Figure 1. Clock nets.
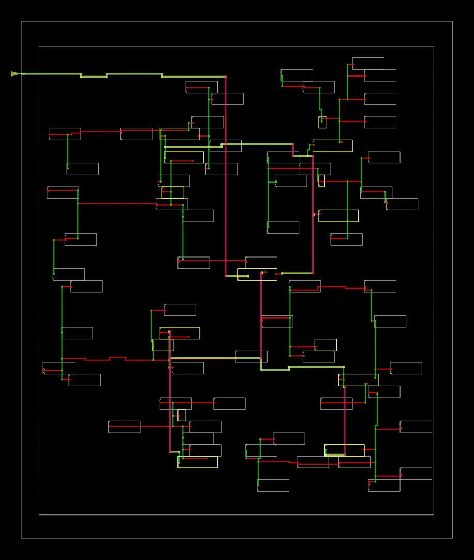
Figure 2. Routed clock nets over the placement.
Scale: 4 px per µm.
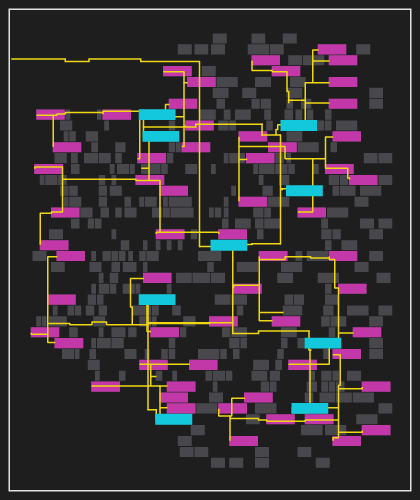
Figure 3. Placement by cell class.
Scale: 3 px per µm. Fill, decap, tap and diode cells in gray.
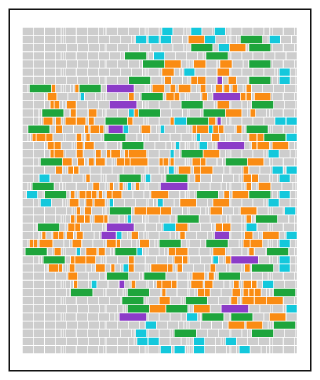
$ cat src/rtl/seg7_scan_driver_if.sv
// Display-side bundle for seg7_scan_driver: the packed display word and blank
// request going in, and the registered anode, segment and scan-status signals coming out.
interface seg7_scan_driver_if;
    logic [27:0] display_all;
    logic        blank;
    logic [3:0]  an;
    logic [6:0]  seg;
    logic [1:0]  digit_idx;
    logic        frame_done;

    modport master (
        output display_all, blank,
        input  an, seg, digit_idx, frame_done
    );

    modport slave (
        input  display_all, blank,
        output an, seg, digit_idx, frame_done
    );
endinterface

$ cat src/rtl/seg7_scan_driver.sv
// Scans a 4-digit common-anode 7-segment display. The word is latched once per frame, and each digit slot starts with an all-off guard.
// Optional build macro SEG7_LEADING_ZERO_BLANK_EN keeps leading ZERO digits dark. Digit 0 is always shown.
module seg7_scan_driver #(
    parameter int unsigned DIV_CYCLES   = 100000,
    parameter int unsigned GUARD_CYCLES = 1000
) (
    input logic               game_clk,
    input logic               rst,
    seg7_scan_driver_if.slave disp
);
    localparam int unsigned   CW        = (DIV_CYCLES > 1) ? $clog2(DIV_CYCLES) : 1;
    localparam logic [CW-1:0] CNT_LAST  = CW'(DIV_CYCLES - 1);
    localparam logic [CW-1:0] CNT_GUARD = CW'(GUARD_CYCLES);
    localparam logic [6:0]    SEG_OFF   = '1;
    localparam logic [6:0]    SEG_ZERO  = 7'b1000000;

    typedef enum logic {PH_GUARD, PH_ON} phase_t;

    logic [CW-1:0] cnt, cnt_next;
    logic [1:0]    idx, idx_next;
    logic [27:0]   frame_buf, buf_next;
    logic          frame_wrap;
    logic          suppress;
    logic [6:0]    seg_next;
    phase_t        phase_next;
    logic [3:0]    an_r;
    logic [6:0]    seg_r;
    logic          frame_done_r;

    always_comb begin
        cnt_next   = cnt + 1'b1;
        idx_next   = idx;
        frame_wrap = 1'b0;
        if (cnt == CNT_LAST) begin
            cnt_next   = '0;
            idx_next   = idx + 2'd1;
            frame_wrap = (idx == 2'd3);
        end
        buf_next = frame_wrap ? disp.display_all : frame_buf;
        // Outputs are registered, so the phase is judged on the upcoming count.
        phase_next = (cnt_next < CNT_GUARD) ? PH_GUARD : PH_ON;
        case (idx_next)
            2'd0:    seg_next = buf_next[6:0];
            2'd1:    seg_next = buf_next[13:7];
            2'd2:    seg_next = buf_next[20:14];
            default: seg_next = buf_next[27:21];
        endcase
    end

`ifdef SEG7_LEADING_ZERO_BLANK_EN
    logic lz3, lz2, lz1;
    always_comb begin
        lz3 = (buf_next[27:21] == SEG_ZERO);
        lz2 = lz3 && (buf_next[20:14] == SEG_ZERO);
        lz1 = lz2 && (buf_next[13:7] == SEG_ZERO);
        case (idx_next)
            2'd3:    suppress = lz3;
            2'd2:    suppress = lz2;
            2'd1:    suppress = lz1;
            default: suppress = 1'b0;
        endcase
    end
`else
    always_comb suppress = 1'b0;
`endif

    always_ff @(posedge game_clk) begin
        if (rst) begin
            cnt          <= '0;
            idx          <= '0;
            frame_buf    <= disp.display_all;
            an_r         <= '1;
            seg_r        <= SEG_OFF;
            frame_done_r <= 1'b0;
        end else begin
            cnt          <= cnt_next;
            idx          <= idx_next;
            frame_buf    <= buf_next;
            frame_done_r <= frame_wrap;
            if (disp.blank || phase_next == PH_GUARD || suppress) begin
                an_r  <= '1;
                seg_r <= SEG_OFF;
            end else begin
                an_r  <= ~(4'b0001 << idx_next);
                seg_r <= seg_next;
            end
        end
    end

    assign disp.an         = an_r;
    assign disp.seg        = seg_r;
    assign disp.digit_idx  = idx;
    assign disp.frame_done = frame_done_r;
endmodule

$ cat src/flat_wrapper.sv
// flat-port wrapper written by rule: the top's interface ports become plain ports
module seg7_scan_driver_flat 
#(
    parameter int unsigned DIV_CYCLES   = 100000,
    parameter int unsigned GUARD_CYCLES = 1000
)
  (game_clk, rst, disp_display_all, disp_blank, disp_an, disp_seg, disp_digit_idx, disp_frame_done);
  seg7_scan_driver_if disp_i ();
  input logic game_clk;
  input logic rst;
  input wire logic [$bits(disp_i.display_all)-1:0] disp_display_all;
  input wire logic [$bits(disp_i.blank)-1:0] disp_blank;
  output wire logic [$bits(disp_i.an)-1:0] disp_an;
  output wire logic [$bits(disp_i.seg)-1:0] disp_seg;
  output wire logic [$bits(disp_i.digit_idx)-1:0] disp_digit_idx;
  output wire logic [$bits(disp_i.frame_done)-1:0] disp_frame_done;
  assign disp_i.display_all = disp_display_all;
  assign disp_i.blank = disp_blank;
  assign disp_an = disp_i.an;
  assign disp_seg = disp_i.seg;
  assign disp_digit_idx = disp_i.digit_idx;
  assign disp_frame_done = disp_i.frame_done;
  seg7_scan_driver #(.DIV_CYCLES(DIV_CYCLES), .GUARD_CYCLES(GUARD_CYCLES)) u_core (.game_clk(game_clk), .rst(rst), .disp(disp_i));
endmodule
$ cat config.mk
export PLATFORM = sky130hd
export DESIGN_NAME = seg7_scan_driver_flat
export DESIGN_NICKNAME = d
export VERILOG_FILES = /design/src/rtl/seg7_scan_driver_if.sv /design/src/rtl/seg7_scan_driver.sv /design/src/flat_wrapper.sv
export SDC_FILE = /design/constraint.sdc
export NUM_CORES = 1
export LEC_CHECK = 0
export CAP_MARGIN = 20
export CORE_AREA = 4 4 96 116
export CTS_CLUSTER_DIAMETER = 60
export DETAILED_ROUTE_END_ITERATION = 8
export DIE_AREA = 0 0 100 120
export GPL_TIMING_DRIVEN = 0
export PLACE_DENSITY_LB_ADDON = 0.08
export SYNTH_ARGS = -nofsm -noshare
export SYNTH_HDL_FRONTEND = slang
export SYNTH_SLANG_ARGS = --single-unit
$ cat constraint.sdc
create_clock -name game_clk -period 3.7 [get_ports game_clk]
set_input_delay 0.555 -clock game_clk [delete_from_list [all_inputs] [get_ports game_clk]]
set_output_delay 0.555 -clock game_clk [all_outputs]
set_load 0.01 [all_outputs]
==> impl_table.tex <==
% Auto-generated results table
\begin{tabular}{lr}
\hline
Metric & Value \\
\hline
\multicolumn{2}{l}{\textbf{Die}} \\
\quad Effective utilization at floorplan & 29.3\% \\
\quad Io pins & 45 \\
\quad Horizontal die size & 100 µm \\
\quad Standard-cell row count & 40 \\
\quad Placeable Area & 9960 µm² \\
\quad Die height & 120 µm \\
\multicolumn{2}{l}{\textbf{CTS}} \\
\quad Post-CTS setup-driven buffer insertion count & 0 \\
\quad TritonCTS clock tree & yes \\
\quad CTS buffer count & 9 \\
\quad Clock Tree Buf Depth & 2 \\
\quad Number of clock sinks & 59 \\
\quad Reg clk slew, reported paths & 50 ps \\
\quad CTS root buffer & sky130\_fd\_sc\_hd\_\_clkbuf\_16 \\
\quad Depth of the CTS H-tree & 3 \\
\multicolumn{2}{l}{\textbf{Setup path}} \\
\quad Max FO, Critical Path & 9 \\
\quad Startpoint class of the critical path & flop \\
\quad Crit-path cells & ha\_1 > nand4\_1 > or2\_4 > nor3\_4 > mux2i\_1 > a211oi\_1 > o21ai\_1 > nand3\_1 \\
\quad Kind of cell adding the most delay to the critical path & simple AND/OR/NAND/NOR gates \\
\quad Longest individual stage delay on the worst path & 920 ps \\
\quad Setup slack, reg-to-reg & 770 ps \\
\quad Arr. time, crit path & 3120 ps \\
\quad Critical Path Sink Type & flop \\
\quad Destination of the worst register-to-register timing path & u\_core.disp.seg[2] \\
\quad R2R cell count & 8 \\
\quad Number of buffer and inverter instances along the worst setup path & 0 \\
\multicolumn{2}{l}{\textbf{Synth}} \\
\quad FF+latch count, synth & 59 \\
\quad Chip area line of the yosys report & 2920 µm² \\
\quad Largest cells by area after synthesis & sky130\_fd\_sc\_hd\_\_dfxtp\_1, sky130\_fd\_sc\_hd\_\_mux2\_4, sky130\_fd\_sc\_hd\_\_mux2\_2 \\
\quad Gate count after technology mapping & 298 \\
\quad Number of synthesized flops with an enable pin & 0 \\
\quad Synth top cells by count & sky130\_fd\_sc\_hd\_\_dfxtp\_1, sky130\_fd\_sc\_hd\_\_nor2\_1, sky130\_fd\_sc\_hd\_\_mux2\_2 \\
\quad Average instance area after synthesis & 9.80 µm² \\
\quad Mapped Area & 2920 µm² \\
\quad Count of yosys warnings during synthesis & 0 \\
\quad Most used standard cell by instance count after synthesis & sky130\_fd\_sc\_hd\_\_dfxtp\_1 \\
\quad Seq/Total Area, Yosys & 40.5\% \\
\quad Cells in synth\_stat.txt & 298 \\
\quad Cell type with the largest total area after synthesis & sky130\_fd\_sc\_hd\_\_dfxtp\_1 \\
\quad Main flop type after synthesis & sky130\_fd\_sc\_hd\_\_dfxtp\_1 \\
\quad Area share of the largest cell type after synthesis & 40.5\% \\
\quad Async set-reset flop share out of synthesis & 0\% \\
\multicolumn{2}{l}{\textbf{Timing}} \\
\quad Crit path time final & 2930 ps \\
\quad Pin slew with the least headroom to its limit & 1070 ps \\
\quad RSZ-0062 raised after global routing & no \\
\quad Final hold violations & 0 \\
\quad Setup Total Neg Slack & 0 ps \\
\quad Final Slew Violations & 0 \\
\quad Relative slew margins & 26.8\% \\
\quad Fmax & 342 MHz \\
\quad Final setup fails & 0 \\
\quad Worst-case hold slack & 467 ps \\
\quad Portion of the clock cycle consumed by the worst path in the final layout & 79.1\% \\
\quad Final worst slack & 774 ps \\
\multicolumn{2}{l}{\textbf{Route}} \\
\quad Via density & 5.02 \\
\quad Drt total wl & 8190 µm \\
\quad Vias & 2426 \\
\quad WL per Instance & 17.0 µm \\
\quad Violation count after the first detailed-routing iteration & 72 \\
\quad Remaining routing DRC violations & 0 \\
\quad Number of optimization iterations in the first detailed-route pass & 4 \\
\multicolumn{2}{l}{\textbf{Cells and area}} \\
\quad Antenna Cells & 0 \\
\quad Final design instance area without fill & 3800 µm² \\
\quad Proportion of layout cells with a drive suffix above 1 & 20.7\% \\
\quad Number of cells in the finished layout apart from fillers & 483 \\
\quad Net count of the finished layout & 386 \\
\quad Logic area & 1610 µm² \\
\quad Sequential cell area & 1180 µm² \\
\quad Number of fillers in the final layout & 1055 \\
\quad Area grow syn2layout & 30.1\% \\
\multicolumn{2}{l}{\textbf{Placement}} \\
\quad Worst-case setup slack after placement & 725 ps \\
\quad Number of buffers added on ports & 44 \\
\quad Final weighted congestion in routability-driven placement & 0.763 \\
\quad Placed Instance Area & 3520 µm² \\
\multicolumn{2}{l}{\textbf{Worst hold path}} \\
\quad Hold path start & u\_core.cnt[0] \\
\quad WHS Path Cells & 1 \\
\quad Hold EP & u\_core.cnt[0] \\
\quad Class of the most critical hold timing path & reg -> reg \\
\multicolumn{2}{l}{\textbf{Global routing}} \\
\quad Largest net degree at the start of global routing & 11 \\
\quad Global Route Usage Sum & 14.5\% \\
\quad Antenna violations before repair & 0 \\
\quad Global-route wire length before repair & 13100 µm \\
\quad Number of global-route vias before repair & 2463 \\
\quad GRT overflow & 0 \\
\multicolumn{2}{l}{\textbf{Job}} \\
\quad Max-cap violations & 0 \\
\quad Tool warning count & 26 \\
\multicolumn{2}{l}{\textbf{Power}} \\
\quad Pwr dens & 426 nW/µm² \\
\quad Worst supply voltage drop on vdd & 171 µV \\
\quad LEAKAGE & 1.45 nW \\
\quad Overall Power & 1.62 mW \\
\multicolumn{2}{l}{\textbf{Outcome}} \\
\quad Outcome & finished, final reports clean \\
\hline
\end{tabular}
Back to the opening pictures, Figure 1:
maximum clock skew at final layout: 8.53 ps
Latency at later pin: 330 ps

Back to the opening pictures, Figure 2:
yellow -> clock wires  # length 974 µm
cyan -> clock-net drivers  # count 9
magenta -> flip-flops  # count 59
flops lie = spread over the die
routed clock nets = 10
clock network power consumption: 784 µW
relative contribution of the clock network to total power: 48.5%

Back to the opening pictures, Figure 3:
orange -> remaining logic cells  # cells 216, share of their area 45%
purple -> clock drivers and dummy loads  # cells 15, share of their area 7.7%
cyan -> remaining buffers and delay cells  # cells 67, share of their area 15%
green -> registers  # cells 59, share of their area 32%
utilization after layout: 38.1%
share of cell area taken by flip-flops and latches: 31.1%

-- cell usage in the layout, fill, tap and decap left out, drive strengths merged, types with 5 or more instances in the layout --
cell	instances
o21ai	19
a211oi	13
nor3	17
nand4	9
nand3	21
nand2	5
nor2	26
a21oi	5
mux2	42
clkdlybuf4s50	44
dfxtp	59
buf	14
xor2	5
clkbuf	22
o22ai	13
xnor2	12
-- cell type report --
type	instances	share of cell area, %
Multi-Input combinational cell	213	42.4
Clock buffer	13	7.12
Timing Repair Buffer	44	11.6
Inverter	3	0.297
Buffer	23	3.10
Tap cell	126	4.15
Clock inverter	2	0.264
Sequential cell	59	31.1
-- routing by layer --
metal  track usage (%)  share of wire (%)
met5                 0                  0
met4              5.81                1.7
met3              3.78                4.3
met2              24.0                 48
met1              17.7                 46
-- worst register-to-register path: stages (launching register included) --
cell and delay (ps):
sky130_fd_sc_hd__dfxtp_1 380, sky130_fd_sc_hd__ha_1 290, sky130_fd_sc_hd__nand4_1 250, sky130_fd_sc_hd__or2_4 350, sky130_fd_sc_hd__nor3_4 220, sky130_fd_sc_hd__mux2i_1 920, sky130_fd_sc_hd__a211oi_1 90, sky130_fd_sc_hd__o21ai_1 190
sky130_fd_sc_hd__nand3_1 110
-- power breakdown --
| group | switching [mW] | total, mW | leakage, nW | internal (mW) |
|---|---|---|---|---|
| combinational | 0.0462 | 0.139 | 0.818 | 0.0926 |
| sequential | 0.0222 | 0.694 | 0.487 | 0.672 |
| clock | 0.283 | 0.784 | 0.141 | 0.501 |
-- state kept, by name, summed over array words and instances, names as in the netlist --
| name | flops |
|---|---|
| u_core.disp.seg | 7 |
| u_core.disp.frame_done | 1 |
| u_core.disp.an | 4 |
| u_core.frame_buf | 28 |
| u_core.disp.digit_idx | 2 |
| u_core.cnt | 17 |
-- how the worst max path moves through the flow --
stage / from / end / slack [ps]
3_5_place_dp: u_core.cnt[0] / u_core.disp.seg[2] / 730
2_1_floorplan: u_core.cnt[0] / u_core.disp.seg[0] / 1560
3_3_place_gp: u_core.cnt[0] / u_core.disp.seg[2] / 730
5_1_grt: u_core.cnt[0] / u_core.disp.seg[4] / 590
4_1_cts: u_core.cnt[0] / u_core.disp.seg[2] / 710
6_report: u_core.cnt[0] / u_core.disp.seg[2] / 770
-- cells by family after synthesis --
| logic type | Yosys count | synth area share, % |
|---|---|---|
| fa+ha+maj | 2 | 0.857 |
| compound gates | 56 | 12.5 |
| simple gates | 92 | 16.5 |
| mux | 46 | 20.1 |
| xor+xnor | 17 | 5.10 |
| buf+inv | 26 | 4.41 |
| flops | 59 | 40.5 |
No activity file was given, so power comes from the tool's default toggle rates.
